[config.mk]
export PLATFORM = sky130hd
export DESIGN_NAME = biquad8_zero_coeff_ctrl
export DESIGN_NICKNAME = d
export VERILOG_FILES = /design/src/rtl/biquad8_zero_coeff_ctrl.sv
export SDC_FILE = /design/constraint.sdc
export NUM_CORES = 1
export LEC_CHECK = 0
export CORE_ASPECT_RATIO = 0.8
export CORE_MARGIN = 4
export CORE_UTILIZATION = 39
export DETAILED_ROUTE_END_ITERATION = 12
export PLACE_DENSITY = 0.64
export SYNTH_ARGS = -nofsm -noshare
export SYNTH_HDL_FRONTEND = slang
export SYNTH_SLANG_ARGS = --single-unit
[constraint.sdc]
create_clock -name clk -period 2.8 [get_ports clk]
set_input_delay 0.56 -clock clk [delete_from_list [all_inputs] [get_ports clk]]
set_output_delay 0.56 -clock clk [all_outputs]
set_load 0.02 [all_outputs]
[src/rtl/biquad8_zero_coeff_ctrl.sv]
// Coefficient load sequencer for the biquad8_single_zero_fir numerator stage.
// A bus master stages b and a, then commits; the block replays them into the
// FIR serial load port as write b, write a, update, with optional settling gaps.
//
// state  | meaning
// -------+---------------------------------------------------------------
// IDLE   | no sequence active, waiting for a commit
// WR_B   | coeff_wr_o high, coeff_dat_o = shadow b
// GAP_B  | settling after b write, WR_GAP cycles (skipped when WR_GAP=0)
// WR_A   | coeff_wr_o high, coeff_dat_o = shadow a
// GAP_A  | settling after a write, WR_GAP cycles (skipped when WR_GAP=0)
// UPD    | coeff_update_o and done_o high; restarts directly if a commit is queued
module biquad8_zero_coeff_ctrl #(
    parameter int COEFF_BITS = 18,
    parameter int WR_GAP     = 0,
    parameter int ADDR_BITS  = 2
) (
    input  logic                  clk,
    input  logic                  rst,
    input  logic                  wr_i,
    input  logic [ADDR_BITS-1:0]  addr_i,
    input  logic [COEFF_BITS-1:0] dat_i,
    output logic [COEFF_BITS-1:0] coeff_dat_o,
    output logic                  coeff_wr_o,
    output logic                  coeff_update_o,
    output logic                  busy_o,
    output logic                  done_o,
    output logic                  pending_o
);

    typedef enum logic [2:0] {
        S_IDLE  = 3'd0,
        S_WR_B  = 3'd1,
        S_GAP_B = 3'd2,
        S_WR_A  = 3'd3,
        S_GAP_A = 3'd4,
        S_UPD   = 3'd5
    } state_t;

    // Gap timer counts down from WR_GAP-1 to zero, so a gap state lasts WR_GAP cycles.
    localparam logic [3:0] GAP_LOAD = 4'((WR_GAP > 0) ? WR_GAP - 1 : 0);
    localparam logic       HAS_GAP  = (WR_GAP > 0);

    state_t                 state_q, state_d;
    logic [3:0]             gap_q, gap_d;
    logic                   pending_q, pending_d;
    logic [COEFF_BITS-1:0]  stg_b_q, stg_a_q;
    logic [COEFF_BITS-1:0]  shd_b_q, shd_b_d;
    logic [COEFF_BITS-1:0]  shd_a_q, shd_a_d;
    logic [COEFF_BITS-1:0]  coeff_dat_q, coeff_dat_d;
    logic                   coeff_wr_q, coeff_wr_d;
    logic                   coeff_update_q, coeff_update_d;
    logic                   busy_q, busy_d;
    logic                   done_q, done_d;

    logic commit;
    logic stage_b;
    logic stage_a;
    logic start;

    assign commit  = wr_i && (addr_i == ADDR_BITS'(2));
    assign stage_b = wr_i && (addr_i == ADDR_BITS'(0));
    assign stage_a = wr_i && (addr_i == ADDR_BITS'(1));

    // Staging registers accept writes at any time; address 3 is silently dropped.
    always_ff @(posedge clk) begin
        if (rst) begin
            stg_b_q <= '0;
            stg_a_q <= '0;
        end else begin
            if (stage_b) stg_b_q <= dat_i;
            if (stage_a) stg_a_q <= dat_i;
        end
    end

    // Next-state, shadow capture, pending queue and registered-output preparation.
    always_comb begin
        state_d   = state_q;
        gap_d     = gap_q;
        pending_d = pending_q;
        shd_b_d   = shd_b_q;
        shd_a_d   = shd_a_q;
        start     = 1'b0;

        case (state_q)
            S_IDLE: begin
                if (commit) start = 1'b1;
            end
            S_WR_B: begin
                if (HAS_GAP) begin
                    state_d = S_GAP_B;
                    gap_d   = GAP_LOAD;
                end else begin
                    state_d = S_WR_A;
                end
            end
            S_GAP_B: begin
                if (gap_q == 4'd0) state_d = S_WR_A;
                else               gap_d   = gap_q - 4'd1;
            end
            S_WR_A: begin
                if (HAS_GAP) begin
                    state_d = S_GAP_A;
                    gap_d   = GAP_LOAD;
                end else begin
                    state_d = S_UPD;
                end
            end
            S_GAP_A: begin
                if (gap_q == 4'd0) state_d = S_UPD;
                else               gap_d   = gap_q - 4'd1;
            end
            S_UPD: begin
                // A commit arriving in the last cycle is treated like a queued one.
                if (pending_q || commit) start = 1'b1;
                else                     state_d = S_IDLE;
            end
            default: state_d = S_IDLE;
        endcase

        // Repeated commits while busy collapse into a single queued restart.
        if (commit && (state_q != S_IDLE) && (state_q != S_UPD)) pending_d = 1'b1;

        if (start) begin
            state_d   = S_WR_B;
            shd_b_d   = stg_b_q;
            shd_a_d   = stg_a_q;
            pending_d = 1'b0;
        end

        coeff_wr_d     = (state_d == S_WR_B) || (state_d == S_WR_A);
        coeff_update_d = (state_d == S_UPD);
        done_d         = (state_d == S_UPD);
        busy_d         = (state_d != S_IDLE);
        if (state_d == S_WR_B)      coeff_dat_d = shd_b_d;
        else if (state_d == S_WR_A) coeff_dat_d = shd_a_d;
        else                        coeff_dat_d = coeff_dat_q;
    end

    // State, shadows and output registers; reset aborts any sequence without an update.
    always_ff @(posedge clk) begin
        if (rst) begin
            state_q        <= S_IDLE;
            gap_q          <= '0;
            pending_q      <= 1'b0;
            shd_b_q        <= '0;
            shd_a_q        <= '0;
            coeff_dat_q    <= '0;
            coeff_wr_q     <= 1'b0;
            coeff_update_q <= 1'b0;
            busy_q         <= 1'b0;
            done_q         <= 1'b0;
        end else begin
            state_q        <= state_d;
            gap_q          <= gap_d;
            pending_q      <= pending_d;
            shd_b_q        <= shd_b_d;
            shd_a_q        <= shd_a_d;
            coeff_dat_q    <= coeff_dat_d;
            coeff_wr_q     <= coeff_wr_d;
            coeff_update_q <= coeff_update_d;
            busy_q         <= busy_d;
            done_q         <= done_d;
        end
    end

    assign coeff_dat_o    = coeff_dat_q;
    assign coeff_wr_o     = coeff_wr_q;
    assign coeff_update_o = coeff_update_q;
    assign busy_o         = busy_q;
    assign done_o         = done_q;
    assign pending_o      = pending_q;

endmodule
### Close-up of the layout

Window x 48 to 73, y 37 to 62 um. Cells in gray, sequential cells in the stronger gray; small squares are vias.
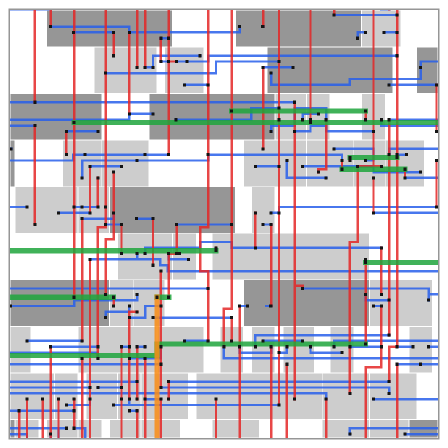
| color | layer |
|---|---|
| red | metal 2 |
| orange | metal 4 |
| green | metal 3 |
| blue | metal 1 |
cells with their middle in the window: 44
netlist names of flops here include: shd_b_q (4), stg_b_q (2)
sequential cells in the window: 8
most frequent: dfxtp_1 (8), nand2_1 (7)

### Cell classes on the final placement

(3 px per um) Fill, decap, tap and diode cells in gray.
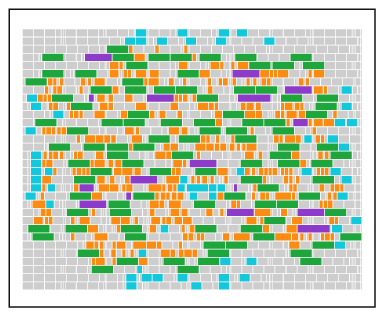
| color | class | cells | share of their area |
|---|---|---|---|
| purple | clock drivers and dummy loads | 16 | 6.9% |
| orange | combinational and other logic | 313 | 38% |
| green | flops | 101 | 43% |
| cyan | other buffers and delay cells | 59 | 12% |
Rows: 32
flop share of the area: 41.4%
Core Footprint: 9850 um2
fin util: 49.6%

### Clock distribution

(4 px per um)
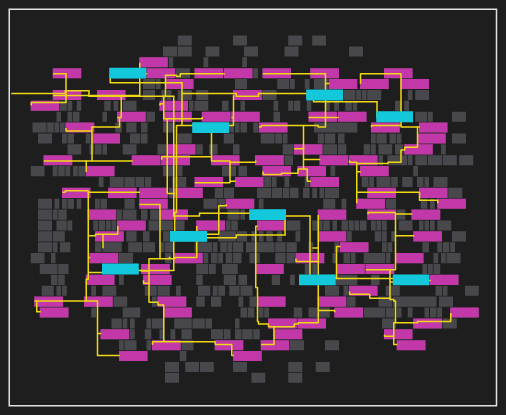
[magenta] flip-flops | count: 101
[cyan] clock drivers | count: 9
[yellow] clock wires | length: 1150 um
routed clock nets: 10

### Clock nets

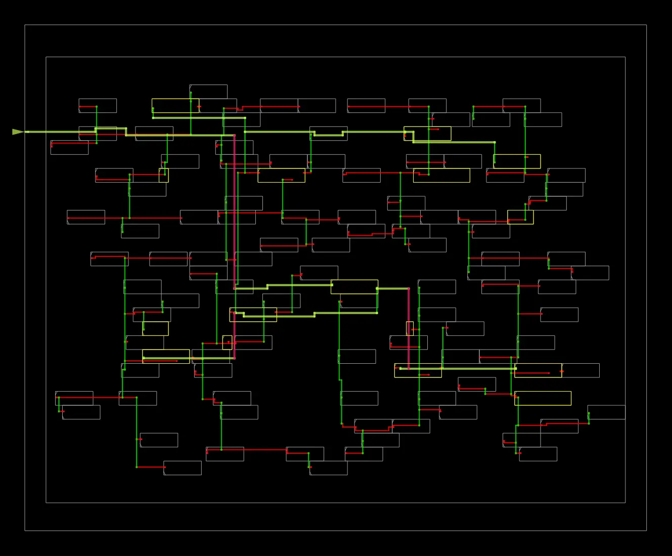
Clock Buffer Count: 12
Clock Skew: 0.00650 ns
FFs & Latches: 101
CTS Buf Count: 9

[layout make-up]
class | count | area (um2) | share of cell area (%)
flip-flops and latches | 101 | 2020 | 41.4
multi-input cells | 292 | 1730 | 35.3
repair buffers | 59 | 563 | 11.5
clock buffers | 12 | 256 | 5.25
well taps | 136 | 170 | 3.48
inverters | 21 | 78.8 | 1.61
clock inverters | 4 | 70.1 | 1.43
[logic make-up after synthesis]
logic type | Yosys count
flip-flops | 101
multiplexers | 18
AND-OR/OR-AND | 113
adder cells (fa/ha/maj) | 1
XOR/XNOR | 6
AND/OR/NAND/NOR | 154
buffers and inverters | 54
[report_power, final]
group	leakage, nW	internal, mW	switching, mW	total, mW
combinational	0.857	0.228	0.326	0.554
clock	0.163	0.829	0.511	1.34
sequential	0.817	1.50	0.0754	1.57
total	1.84	2.55	0.913	3.47
[synth_stat cells, types with 5 or more instances]
cell type and number:
a21boi_0 14, a21oi_1 45, and3_1 14, clkbuf_1 22, dfxtp_1 101, inv_1 21, mux2i_1 14, nand2_1 87
nor2_1 29, nor2b_1 5, nor3_1 5, o21ai_0 15, o21ba_2 14, o221ai_1 14
[worst reg2reg max path, cell delays in order, from the launching register on]
cell and delay [ns]:
dfxtp_1 0.33, inv_1 0.06, ha_1 0.16, nor3b_2 0.32, nand3_1 0.12, a221oi_1 0.40
or2_0 0.21, buf_4 0.21, o221ai_1 0.13
[per-layer routing]
layer	global-route usage [%]	wire length (um)	vias up
li1	-	-	1590
met1	20.6	4120	1413
met2	24.9	4120	80
met3	5.16	670	8
met4	4.31	86	0
met5	0	0	-
[stage by stage]
stage                     total power [mW]  area (um2)
after global routing                  3.62        4890
final                                 3.47        4890
after global placement                2.16        4560
after floorplan                       1.97        4020
after CTS                             3.51        4890
after detailed placement              2.17        4560
==> flow_summary.ini <==
; implementation run metrics
[outcome]
status = finished clean

[power]
powerDensity_nw_per_um2 = 709

[global_routing]
grt_max_degree = 50
grt_pass1_vias = 3091

[placement]
port_buffers = 45

[clock_network]
cts_buffer_depth = 2

[setup_path]
r2r-end = coeff_dat_o[3]
cpPeakStageDelay_ns = 0.53
r2r_slack_ns = 0.73
crit_start = addr_i[0]
worst_ep_required_time_ns = 3.03

[drt]
wl_per_cell_um = 14.4
via_count = 3091
first_pass_iters = 4

[yosys]
ys_sh_aoi_pct = 19.1
synth_xor_xnor_area_share_pct = 1.31
yosys_area_um2 = 4020

[min_path]
min_from = stg_b_q[9]

[timing]
setup_viol = 0

[final_layout]
nNetsFinal = 508
Power figures rest on the tool's default switching activity, not on a simulated workload.
